$ cat config.mk
export PLATFORM = sky130hd
export DESIGN_NAME = fetch_stage_flat
export DESIGN_NICKNAME = d
export VERILOG_FILES = /design/src/rtl/cpu_types_pkg.sv /design/src/rtl/fetch_stage_if.sv /design/src/rtl/fetch_buffer.sv /design/src/rtl/fetch_stage.sv /design/src/flat_wrapper.sv
export SDC_FILE = /design/constraint.sdc
export NUM_CORES = 1
export LEC_CHECK = 0
export ABC_CLOCK_PERIOD_IN_PS = 9300
export CORE_AREA = 2 2 127 129
export DETAILED_ROUTE_END_ITERATION = 6
export DIE_AREA = 0 0 129 131
export GPL_TIMING_DRIVEN = 1
export PLACE_DENSITY = 0.88
export SLEW_MARGIN = 25
export SYNTH_ARGS = -nofsm -noshare
export SYNTH_HDL_FRONTEND = slang
export SYNTH_SLANG_ARGS = --single-unit
$ cat constraint.sdc
create_clock -name CLK -period 9.3 [get_ports CLK]
set_input_delay 1.86 -clock CLK [delete_from_list [all_inputs] [get_ports CLK]]
set_output_delay 1.86 -clock CLK [all_outputs]
set_load 0.005 [all_outputs]
$ cat src/rtl/cpu_types_pkg.sv
// Shared types for the MIPS core front end: machine word, HALT opcode,
// fetch FSM states and the fetch buffer entry.
package cpu_types_pkg;
  typedef logic [31:0] word_t;

  localparam logic [5:0] HALT = 6'b111111;

  typedef enum logic [1:0] {RUN, WAIT, SQUASH, HALTED} fetch_state_t;

  typedef struct packed {
    word_t instr;
    word_t pc_4;
  } fetch_entry_t;
endpackage

$ cat src/rtl/fetch_stage_if.sv
// Fetch stage boundary: instruction-memory handshake, redirect input and
// the head-of-buffer output toward the IF/ID register.
interface fetch_stage_if;
  import cpu_types_pkg::*;

  logic  iREN;
  word_t iaddr;
  logic  ihit;
  word_t iload;
  logic  redirect;
  word_t redirect_pc;
  logic  ready_in;
  logic  valid_out;
  word_t instr_out;
  word_t pc_4_out;
  logic  halted;

  modport master (
    output iREN, iaddr, valid_out, instr_out, pc_4_out, halted,
    input  ihit, iload, redirect, redirect_pc, ready_in
  );

  modport slave (
    input  iREN, iaddr, valid_out, instr_out, pc_4_out, halted,
    output ihit, iload, redirect, redirect_pc, ready_in
  );
endinterface

$ cat src/rtl/fetch_buffer.sv
// In-order circular buffer of fetched words; flush empties it in one cycle.
module fetch_buffer
  import cpu_types_pkg::*;
#(
  parameter int BUF_DEPTH = 2
) (
  input  logic         CLK,
  input  logic         RST,
  input  logic         enq,
  input  logic         deq,
  input  logic         flush,
  input  fetch_entry_t din,
  output logic         full,
  output logic         empty,
  output fetch_entry_t head
);
  localparam int PW = $clog2(BUF_DEPTH);
  localparam int CW = $clog2(BUF_DEPTH + 1);

  logic [PW-1:0] hd, tl;
  logic [CW-1:0] cnt;
  fetch_entry_t  mem [BUF_DEPTH];

  always_ff @(posedge CLK) begin
    if (RST || flush) begin
      hd  <= '0;
      tl  <= '0;
      cnt <= '0;
    end else begin
      if (enq) tl <= tl + PW'(1);
      if (deq) hd <= hd + PW'(1);
      cnt <= cnt + CW'(enq) - CW'(deq);
    end
  end

  // Storage needs no reset; stale slots are never visible past the count.
  always_ff @(posedge CLK) begin
    if (enq) mem[tl] <= din;
  end

  assign full  = (cnt == CW'(BUF_DEPTH));
  assign empty = (cnt == '0);
  assign head  = mem[hd];
endmodule

$ cat src/rtl/fetch_stage.sv
// Instruction fetch: owns the PC, runs the imem handshake, buffers fetched
// words for decode, and handles redirects (including mid-miss) and HALT.
module fetch_stage
  import cpu_types_pkg::*;
#(
  parameter word_t PC_INIT   = 32'h0000_0000,
  parameter int    BUF_DEPTH = 2
) (
  input logic CLK,
  input logic RST,
  fetch_stage_if.master fif
);
  fetch_state_t state;
  word_t        pc, pending_pc, rpc;
  logic         iren, take, enq, deq, full, empty, is_halt;
  fetch_entry_t head, din;

  assign rpc     = {fif.redirect_pc[31:2], 2'b00};
  assign is_halt = (fif.iload[31:26] == HALT);

  always_comb begin
    iren = 1'b0;
    case (state)
      RUN:          iren = !full;
      WAIT, SQUASH: iren = 1'b1;
      default:      iren = 1'b0;
    endcase
  end

  // A returned word is kept only when it belongs to the current PC stream.
  assign take = iren && fif.ihit && (state == RUN || state == WAIT);
  assign enq  = take && !fif.redirect;
  assign deq  = fif.valid_out && fif.ready_in;
  assign din  = '{instr: fif.iload, pc_4: pc + 32'd4};

  fetch_buffer #(.BUF_DEPTH(BUF_DEPTH)) u_buf (
    .CLK   (CLK),
    .RST   (RST),
    .enq   (enq),
    .deq   (deq),
    .flush (fif.redirect),
    .din   (din),
    .full  (full),
    .empty (empty),
    .head  (head)
  );

  assign fif.iREN      = iren;
  assign fif.iaddr     = pc;
  assign fif.valid_out = !empty && !fif.redirect;
  assign fif.instr_out = head.instr;
  assign fif.pc_4_out  = head.pc_4;
  assign fif.halted    = (state == HALTED);

  always_ff @(posedge CLK) begin
    if (RST) begin
      pc         <= PC_INIT;
      pending_pc <= '0;
      state      <= RUN;
    end else if (fif.redirect) begin
      if (state == HALTED) begin
        pc    <= rpc;
        state <= RUN;
      end else if (iren && !fif.ihit) begin
        // Outstanding request must finish at its old address; park the target.
        pending_pc <= rpc;
        state      <= SQUASH;
      end else begin
        pc    <= rpc;
        state <= RUN;
      end
    end else begin
      case (state)
        RUN, WAIT: begin
          if (take) begin
            if (is_halt) state <= HALTED;
            else begin
              pc    <= pc + 32'd4;
              state <= RUN;
            end
          end else if (iren) begin
            state <= WAIT;
          end
        end
        SQUASH: begin
          if (fif.ihit) begin
            pc    <= pending_pc;
            state <= RUN;
          end
        end
        default: ;
      endcase
    end
  end
endmodule

$ cat src/flat_wrapper.sv
// flat-port wrapper written by rule: the top's interface ports become plain ports
module fetch_stage_flat import cpu_types_pkg::*;
#(
  parameter word_t PC_INIT   = 32'h0000_0000,
  parameter int    BUF_DEPTH = 2
)
  (CLK, RST, fif_iREN, fif_iaddr, fif_valid_out, fif_instr_out, fif_pc_4_out, fif_halted, fif_ihit, fif_iload, fif_redirect, fif_redirect_pc, fif_ready_in);
  fetch_stage_if fif_i ();
  input logic CLK;
  input logic RST;
  output wire logic [$bits(fif_i.iREN)-1:0] fif_iREN;
  output wire logic [$bits(fif_i.iaddr)-1:0] fif_iaddr;
  output wire logic [$bits(fif_i.valid_out)-1:0] fif_valid_out;
  output wire logic [$bits(fif_i.instr_out)-1:0] fif_instr_out;
  output wire logic [$bits(fif_i.pc_4_out)-1:0] fif_pc_4_out;
  output wire logic [$bits(fif_i.halted)-1:0] fif_halted;
  input wire logic [$bits(fif_i.ihit)-1:0] fif_ihit;
  input wire logic [$bits(fif_i.iload)-1:0] fif_iload;
  input wire logic [$bits(fif_i.redirect)-1:0] fif_redirect;
  input wire logic [$bits(fif_i.redirect_pc)-1:0] fif_redirect_pc;
  input wire logic [$bits(fif_i.ready_in)-1:0] fif_ready_in;
  assign fif_iREN = fif_i.iREN;
  assign fif_iaddr = fif_i.iaddr;
  assign fif_valid_out = fif_i.valid_out;
  assign fif_instr_out = fif_i.instr_out;
  assign fif_pc_4_out = fif_i.pc_4_out;
  assign fif_halted = fif_i.halted;
  assign fif_i.ihit = fif_ihit;
  assign fif_i.iload = fif_iload;
  assign fif_i.redirect = fif_redirect;
  assign fif_i.redirect_pc = fif_redirect_pc;
  assign fif_i.ready_in = fif_ready_in;
  fetch_stage #(.PC_INIT(PC_INIT), .BUF_DEPTH(BUF_DEPTH)) u_core (.CLK(CLK), .RST(RST), .fif(fif_i));
endmodule
Run 1, M1 wires:
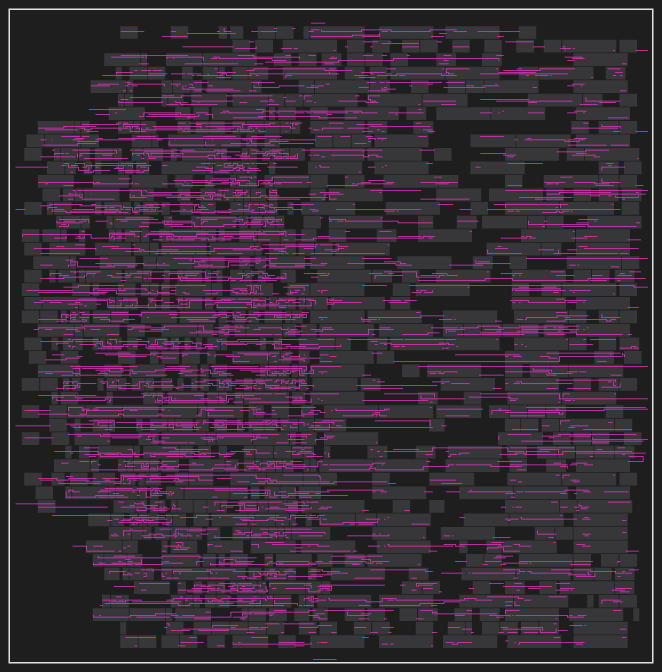
longest straight run = 46.0 um
nets with wire on the layer = 834
share of all routed wire = 43%
main direction = horizontal
wire length on this layer = 8,380 um

Run 1, the metal 2 layer:
Scale bar: 50 um.
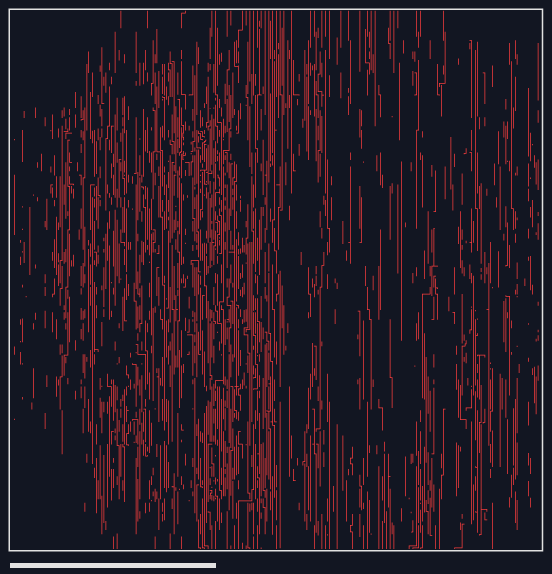
wire length on this layer = 9,340 um
share of all routed wire = 48%
nets with wire on the layer = 784
longest straight run = 64.6 um
main direction = vertical

Run 1, signal wires on met3:
Scale bar: 50 um.
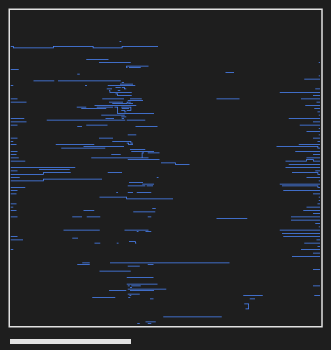
share of all routed wire = 7.0%
main direction = horizontal
longest straight run = 49.2 um
nets with wire on the layer = 147

Run 1, met4 routing:
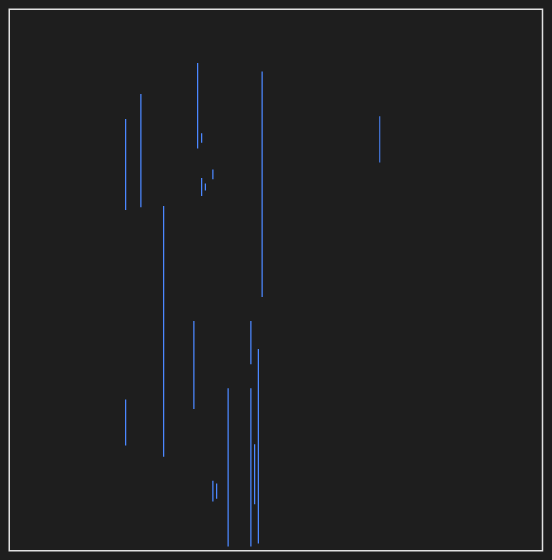
share of all routed wire = 2.0%
wire length on this layer = 392 um
nets with wire on the layer = 15

==> reports/results.ini, run 1 <==
[outcome]
status = complete, no violations

[synth]
netlist_instances = 701
ys_cells = 701
postSynth.asyncResetShare_pct = 0
largest_area_cell = edfxtp_1
synth.top_cell.area_share_pct = 43.8
yosysUniqueCellTypes = 60
synth_area_mm2 = 0.00851

[clock_tree]
clk_path_buf_depth = 2
cts.clk_slew.worst_paths_ps = 70
postCtsSetupRepairBufs = 0
cts_tree = yes
cts_hold_buf = 0

[global_routing]
globalRouteOverflowTotal = 0
grt_use_total_pct = 22.8

[layout]
area_delta_synth_final_pct = 28.1

[final_timing]
holdWs_ps = 490
fin_skew_ps = 8.43
tightest_slew_ps = 898
rsz0062_at_grt = no
period_used_pct = 56.7
hold_viol = 0

[detailed_routing]
num_vias = 6169
wl_per_cell_um = 18.1
drt_wl_total_um = 19500
wl_met2_um = 9340
wl_met3_um = 1370
drt-pass1-iter-count = 5

[placed_design]
dp_hpwl_um = 12700
io_buffers = 161

[setup_path]
worstSetupStartpointType = input pin
required_ps = 7440
cpMostUsedCell = clkdlybuf4s50_1
end_kind = primary output

[floorplanning]
coreArea_mm2 = 0.0156
rows = 46
io_pins = 168

[run]
warnings = 31

[power_and_ir_drop]
worst_ir_drop_vdd_uv = 142

[min_path]
hold_class = reg2reg

## run 1: report_power, final
| part | switching (mW) | total (mW) | leakage, nW | internal (mW) |
|---|---|---|---|---|
| clock | 0.332 | 0.766 | 0.304 | 0.434 |
| sequential | 0.0404 | 1.00 | 1.69 | 0.961 |
| combinational | 0.140 | 0.288 | 1.73 | 0.148 |
| total | 0.512 | 2.06 | 3.73 | 1.54 |
## run 1: cell type report
type / count / area, um2
fillers: 1153 / 4690
repair buffers: 171 / 1680
multi-input cells: 447 / 3200
well taps: 216 / 270
inverters: 17 / 63.8
flip-flops and latches: 191 / 5070
clock inverters: 15 / 199
clock buffers: 17 / 425
## run 1: registers in the layout, indices dropped and copies added (netlist names), named ones only
signal             count
u_core.u_buf.mem     124
u_core.u_buf.hd        1
u_core.pending_pc     30
u_core.u_buf.cnt       2
u_core.state           2
u_core.u_buf.tl        1
u_core.fif.iaddr      30
## run 1: placed cells by master, fill, tap and decap left out, types with 7 or more instances in the layout
master / count
nand4_1: 8
nand3_1: 15
xnor2_1: 24
clkdlybuf4s50_1: 160
dfxtp_1: 66
clkbuf_16: 17
edfxtp_1: 124
buf_4: 10
nor4_1: 7
inv_1: 17
mux2i_1: 33
nand2_1: 38
and3_1: 13
a21oi_1: 42
mux2_2: 62
xor2_1: 9
inv_6: 7
nor2_1: 51
nor3_1: 13
o211ai_1: 8
o21ai_0: 28
## run 1: worst paths after layout
path / from / end / slack (ps) / cells after the start
hold reg to reg: u_core.pending_pc[15]$_SDFFE_PP0P_ / u_core.pending_pc[15]$_SDFFE_PP0P_ / 490 / 2
setup reg to reg: u_core.state[0]$_SDFFE_PP0P_ / u_core.u_buf.mem[0][2]$_DFFE_PP_ / 6290 / 6
hold / removal: u_core.pending_pc[15]$_SDFFE_PP0P_ / u_core.pending_pc[15]$_SDFFE_PP0P_ / 490 / 2
setup / recovery: fif_redirect / fif_valid_out / 4030 / 4
## run 1: stage by stage
| step | setup WS, ps | power [mW] | instance area, um2 | utilization (%) | std cells |
|---|---|---|---|---|---|
| global route | 3940 | 2.13 | 10900 | 69.9 | 1074 |
| finish | 4030 | 2.06 | 10900 | 69.9 | 1074 |
| floorplan | 3370 | 1.16 | 8520 | - | 704 |
| CTS | 4030 | 2.07 | 10900 | 69.9 | 1074 |
| global placement | 4030 | 1.29 | 10300 | 65.9 | 1042 |
| detailed placement | 4030 | 1.30 | 10300 | 65.9 | 1042 |
## run 1: cells by family after synthesis
logic type                 Yosys count  synth area share, %
AOI/OAI and AO/OA                  130                 9.91
and+or+nand+nor                    179                 10.9
DFF                                191                 59.5
other                                1               0.0441
muxes                               95                 12.1
buffers and inverters               66                 3.29
adders and majority gates            6                0.882
xor gates and xnor gates            33                 3.40
## run 1: metal layers
layer,vias to the layer above,GRT usage (%)
met2,282,36.4
met1,2957,31.1
met3,43,4.44
met4,0,9.08
li1,2887,-
met5,-,0
## run 1: worst max-delay path, delay by kind of cell
family | cells | cell delay, ps
compound gates | 1 | 240
buf+inv | 3 | 1300
--- run 2 (diff from run 1) ---
--- a/config.mk
+++ b/config.mk
@@ -5,12 +5,12 @@
 export SDC_FILE = /design/constraint.sdc
 export NUM_CORES = 1
 export LEC_CHECK = 0
-export ABC_CLOCK_PERIOD_IN_PS = 9300
-export CORE_AREA = 2 2 127 129
+export ABC_CLOCK_PERIOD_IN_PS = 5200
+export CORE_AREA = 2 2 131 133
 export DETAILED_ROUTE_END_ITERATION = 6
-export DIE_AREA = 0 0 129 131
+export DIE_AREA = 0 0 133 135
 export GPL_TIMING_DRIVEN = 1
-export PLACE_DENSITY = 0.88
+export PLACE_DENSITY = 0.84
 export SLEW_MARGIN = 25
 export SYNTH_ARGS = -nofsm -noshare
 export SYNTH_HDL_FRONTEND = slang
==> constraint.sdc (replaced) <==
create_clock -name CLK -period 5.2 [get_ports CLK]
set_input_delay 1.04 -clock CLK [delete_from_list [all_inputs] [get_ports CLK]]
set_output_delay 1.04 -clock CLK [all_outputs]
set_load 0.005 [all_outputs]
Run 2, signal wires on met3:
Scale bar: 50 um.
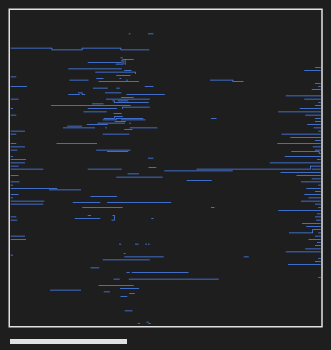
main direction = horizontal
longest straight run = 48.5 um
nets with wire on the layer = 144

==> run 2 against run 1 <==
  * Synthesized area unchanged
  * Die size up 6.2%
  * Via count down 1.7%
  * Largest cell class unchanged
  * Largest power group unchanged
==> reports/results.ini, run 2 <==
[power_and_ir_drop]
worst_ir_drop_vdd_uv = 239  ; +69%
p_seq_share_pct = 49.9  ; +1.2 points
swShare_pct = 24.0  ; -0.89 points
power_switching_mw = 0.861  ; +68%
comb_power_share_pct = 14.5  ; +0.5 points

[placed_design]
dp_hpwl_um = 13000  ; +2.2%
place_area_mm2 = 0.0103  ; +0.39%
io_buffers = 161  ; unchanged

[clock_tree]
postCtsSetupRepairBufs = 0  ; unchanged
cts_tree = yes
clk_path_buf_depth = 2  ; unchanged

[layout]
final_core_util_pct = 66.5  ; -3.4 points
area_delta_synth_final_pct = 28.1  ; unchanged
largest-register = u_core.u_buf.mem
fin_area_mm2 = 0.0109  ; unchanged

[synth]
yosysUniqueCellTypes = 60  ; unchanged
postSynth.asyncResetShare_pct = 0  ; unchanged
synth.top_cell.area_share_pct = 43.8  ; unchanged
synth_area_mm2 = 0.00851  ; unchanged

[setup_path]
required_ps = 5520  ; -1920 ps
cp.depth = 8  ; +4
cpLargestDelayFamily = buffers and inverters
worstSetupStartpointType = input pin
reg2reg_setup_slack_ps = 2180  ; -4110 ps
r2r_cells = 6  ; unchanged
r2r-start = u_core.state[1]$_SDFFE_PP0P_

[final_timing]
rsz0062_at_grt = no
tightest_slew_ps = 993  ; +94.4 ps
period_used_pct = 72.3

[outcome]
status = complete, no violations

[min_path]
worstHoldPathCells = 2  ; unchanged
hold_path_startpoint = u_core.pending_pc[7]$_SDFFE_PP0P_

[run]
warnings = 31  ; unchanged

[floorplanning]
io_pins = 168  ; unchanged

[detailed_routing]
num_vias = 6062  ; -1.7%

[global_routing]
globalRouteOverflowTotal = 0  ; unchanged

==> run 2: cell counts after synthesis <==
No cell type changed its count.
==> run 2: layout make-up <==
type | instances | share of cell area [%]
timing repair buffer | 174 | 15.7
sequential | 191 | 46.5
clock buffer | 24 | 5.00
clock inverter | 8 | 0.436
inverter | 17 | 0.585
multi-input combinational | 447 | 29.2
tap | 220 | 2.52
==> run 2: worst max path at each step <==
stage	to	slack, ps
2_1_floorplan	u_core.u_buf.mem[0][10]$_DFFE_PP_	90
3_3_place_gp	u_core.u_buf.mem[1][45]$_DFFE_PP_	1110
3_5_place_dp	u_core.u_buf.mem[1][49]$_DFFE_PP_	1090
4_1_cts	fif_valid_out	1500
5_1_grt	u_core.u_buf.mem[1][55]$_DFFE_PP_	1290
6_report	u_core.fif.iaddr[8]$_SDFFE_PP0P_	1440
==> run 2: cell families after synthesis <==
group | Yosys count | synth area share, %
fa+ha+maj | 6 | 0.882
mux | 95 | 12.1
flops | 191 | 59.5
compound gates | 130 | 9.91
simple gates | 179 | 10.9
buf+inv | 66 | 3.29
xor+xnor | 33 | 3.40
other cells | 1 | 0.0441
==> run 2: tightest hold or removal path, stage by stage (launching register included) <==
cell and delay, ps:
dfxtp_1 320, mux2i_1 60, nor2_1 70
==> run 2: per-stage QoR <==
stage                     hold slack, ps  total power [mW]
after floorplan                      451              2.07
after global placement               463              2.32
after detailed placement             473              2.33
after CTS                            491              3.60
after global routing                 519              3.71
final                                487              3.58
==> run 2: layer usage <==
layer / track usage (%) / wire, um
met2: 32.7 / 8850
met1: 30.4 / 8690
met3: 4.95 / 1390
met5: 0 / 0
met4: 8.72 / 479
==> run 2: power by group through the flow <==
| stage | registers [mW] | logic (mW) | clock network, mW |
|---|---|---|---|
| floorplan | 1.80 | 0.266 | 0 |
| global placement | 1.82 | 0.503 | 0 |
| detailed placement | 1.82 | 0.515 | 0 |
| CTS | 1.79 | 0.521 | 1.29 |
| global route | 1.80 | 0.562 | 1.35 |
| finish | 1.79 | 0.521 | 1.27 |
--- run 3 (diff from run 2) ---
--- a/config.mk
+++ b/config.mk
@@ -5,12 +5,12 @@
 export SDC_FILE = /design/constraint.sdc
 export NUM_CORES = 1
 export LEC_CHECK = 0
-export ABC_CLOCK_PERIOD_IN_PS = 5200
-export CORE_AREA = 2 2 131 133
+export ABC_CLOCK_PERIOD_IN_PS = 3200
+export CORE_AREA = 2 2 138 140
 export DETAILED_ROUTE_END_ITERATION = 6
-export DIE_AREA = 0 0 133 135
+export DIE_AREA = 0 0 140 142
 export GPL_TIMING_DRIVEN = 1
-export PLACE_DENSITY = 0.84
+export PLACE_DENSITY = 0.8
 export SLEW_MARGIN = 25
 export SYNTH_ARGS = -nofsm -noshare
 export SYNTH_HDL_FRONTEND = slang
==> constraint.sdc (replaced) <==
create_clock -name CLK -period 3.2 [get_ports CLK]
set_input_delay 0.64 -clock CLK [delete_from_list [all_inputs] [get_ports CLK]]
set_output_delay 0.64 -clock CLK [all_outputs]
set_load 0.005 [all_outputs]
Run 3, met4 routing:
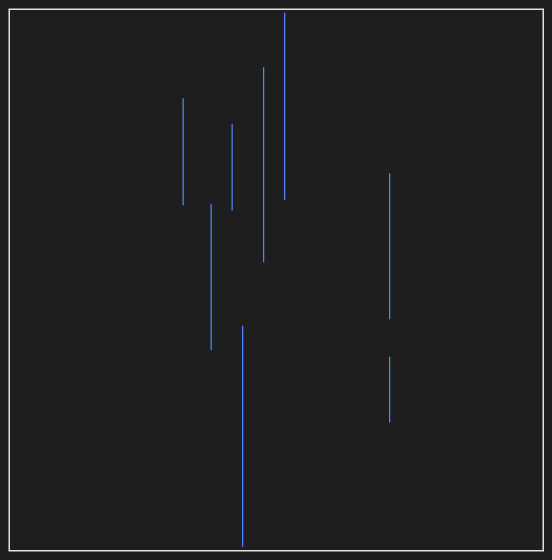
main direction = vertical
share of all routed wire = 1.5%

==> run 3 against run 2 <==
  * The run now ends with design-rule violations left
  * Via count up 0.59%
  * First-iteration DRC count shrank 27%
  * Die size up 11%
  * Flip-flop count stayed put
  * Register-to-register slack worse by 1500 ps
  * Non-clock buffer count up 9
  * Sequential power rose by 62%
  * Combinational power grew 68%
==> reports/results.ini, run 3 <==
[clock_tree]
clk_path_buf_depth = 2  ; unchanged
cts_tree = yes
postCtsSetupRepairBufs = 0  ; unchanged

[power_and_ir_drop]
power_mw = 5.84  ; +63%
p_leak_nw = 3.78
worst_ir_drop_vdd_uv = 361  ; +51%

[outcome]
failed_checks = design-rule violations
status = finished with violations

[floorplanning]
coreArea_mm2 = 0.0185
io_pins = 168  ; unchanged

[setup_path]
r2r_cells = 7  ; +1
cp_max_fo = 4
r2r-start = u_core.state[0]$_SDFFE_PP0P_
reg2reg_setup_slack_ps = 690  ; -1490 ps
required_ps = 2560  ; -2960 ps
worstSetupStartpointType = flop

[detailed_routing]
ant_nets = 0
drc = 15
num_vias = 6098  ; +0.59%

[synth]
synth.top_cell.area_share_pct = 43.8  ; unchanged
synth_area_mm2 = 0.00851  ; unchanged
aoi_share_pct = 9.91  ; unchanged
synthMuxAreaShare_pct = 12.1  ; unchanged
top_logic_kind = multiplexers
simple_gate_share_pct = 10.9  ; unchanged
netlist_instances = 701
postSynth.asyncResetShare_pct = 0  ; unchanged
ys_sh_adder_pct = 0.882  ; unchanged
xor_share_pct = 3.40  ; unchanged

[final_timing]
tightest_slew_ps = 1000  ; +10.3 ps
holdWs_ps = 491  ; +3.39 ps
fin_crit_ps = 2920

[min_path]
worstHoldPathCells = 2  ; unchanged

[layout]
fin_area_mm2 = 0.0110  ; +1.2%
largest-register = u_core.u_buf.mem
finish.net_count = 932
area_delta_synth_final_pct = 29.6

[run]
warnings = 31  ; unchanged

[global_routing]
grt_pass1_wl_um = 31000

[placed_design]
place_area_mm2 = 0.0105  ; +1.4%
io_buffers = 161  ; unchanged
dp_hpwl_um = 13600  ; +4.9%

## run 3: cell counts after synthesis
Identical to the previous run, type by type.
## run 3: cell families (layout without fill, tap and decap cells)
kind of cell               count (synthesis)  in the layout
DFF                                      191            191
and+or+nand+nor                          179            179
AOI/OAI and AO/OA                        130            130
muxes                                     95             95
buffers and inverters                     66            232
xor gates and xnor gates                  33             33
adders and majority gates                  6              6
other                                      1              4
## run 3: worst max-delay path by stage
| stage | startpoint | to | slack (ps) | cells past startpoint |
|---|---|---|---|---|
| after floorplan | fif_redirect | u_core.u_buf.mem[0][10]$_DFFE_PP_ | 310 | 3 |
| after global placement | fif_redirect | u_core.fif.iaddr[16]$_SDFFE_PP0P_ | 240 | 6 |
| after CTS | u_core.state[0]$_SDFFE_PP0P_ | fif_iREN | 250 | 6 |
| after detailed placement | fif_redirect | u_core.fif.iaddr[16]$_SDFFE_PP0P_ | 210 | 6 |
| final | u_core.state[0]$_SDFFE_PP0P_ | fif_iREN | 280 | 6 |
| after global routing | u_core.state[0]$_SDFFE_PP0P_ | fif_iREN | 160 | 6 |
## run 3: power by group
group	switching, mW	leakage (nW)	internal (mW)
sequential	0.113	1.69	2.79
combinational	0.413	1.81	0.461
clock	0.912	0.271	1.15
total	1.44	3.78	4.40
## run 3: per-layer routing
| metal | GRT usage [%] | wire (um) |
|---|---|---|
| met5 | 0 | 0 |
| met4 | 6.70 | 301 |
| met3 | 4.71 | 1330 |
| met2 | 31.9 | 9300 |
| met1 | 26.8 | 8800 |
## run 3: stage by stage
stage / util (%) / cells
2_1_floorplan: - / 704
3_3_place_gp: 56.7 / 1072
3_5_place_dp: 56.7 / 1072
4_1_cts: 59.8 / 1104
5_1_grt: 59.8 / 1104
6_report: 59.8 / 1104
## run 3: final cells by class
cell class              count  area share, %
inverters                  17          0.578
multi-input cells         447           28.9
clock inverters            14           1.30
repair buffers            183           16.7
flip-flops and latches    191           45.9
clock buffers              18           3.89
well taps                 234           2.65
## run 3: worst max-delay path: cells and delay by family (launching register included)
kind / cells / cell delay (ps)
buffers and inverters: 3 / 610
AND/OR/NAND/NOR: 2 / 510
flip-flops: 1 / 400
adder cells (fa/ha/maj): 1 / 330

==> layout pictures side by side <==
Clock nets.
picture 1
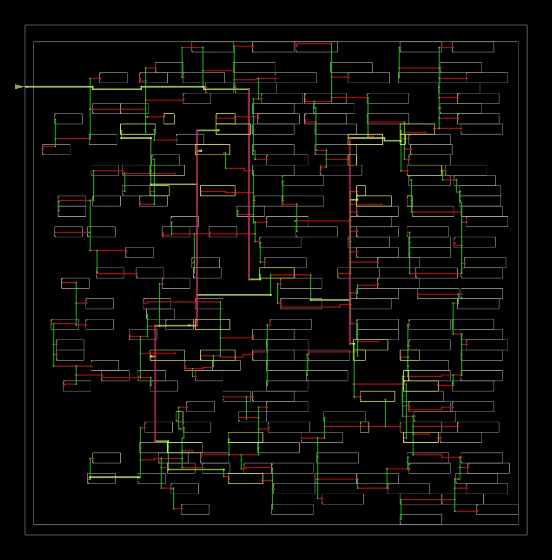
picture 2
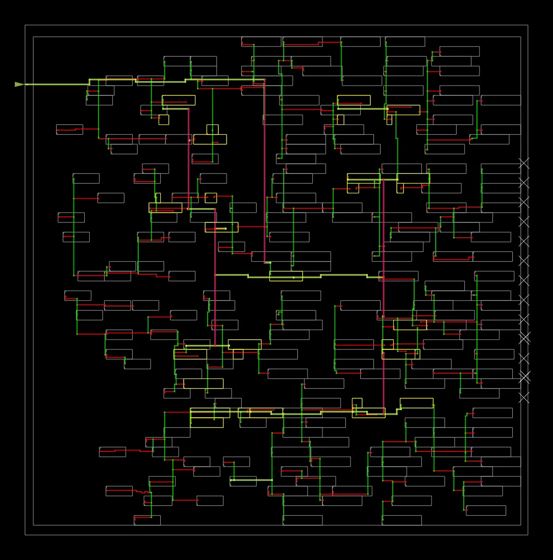
Of these, most clock buffers: picture 1
- picture 2 = run 3
- picture 1 = run 2

No activity file was given, so power comes from the tool's default toggle rates.
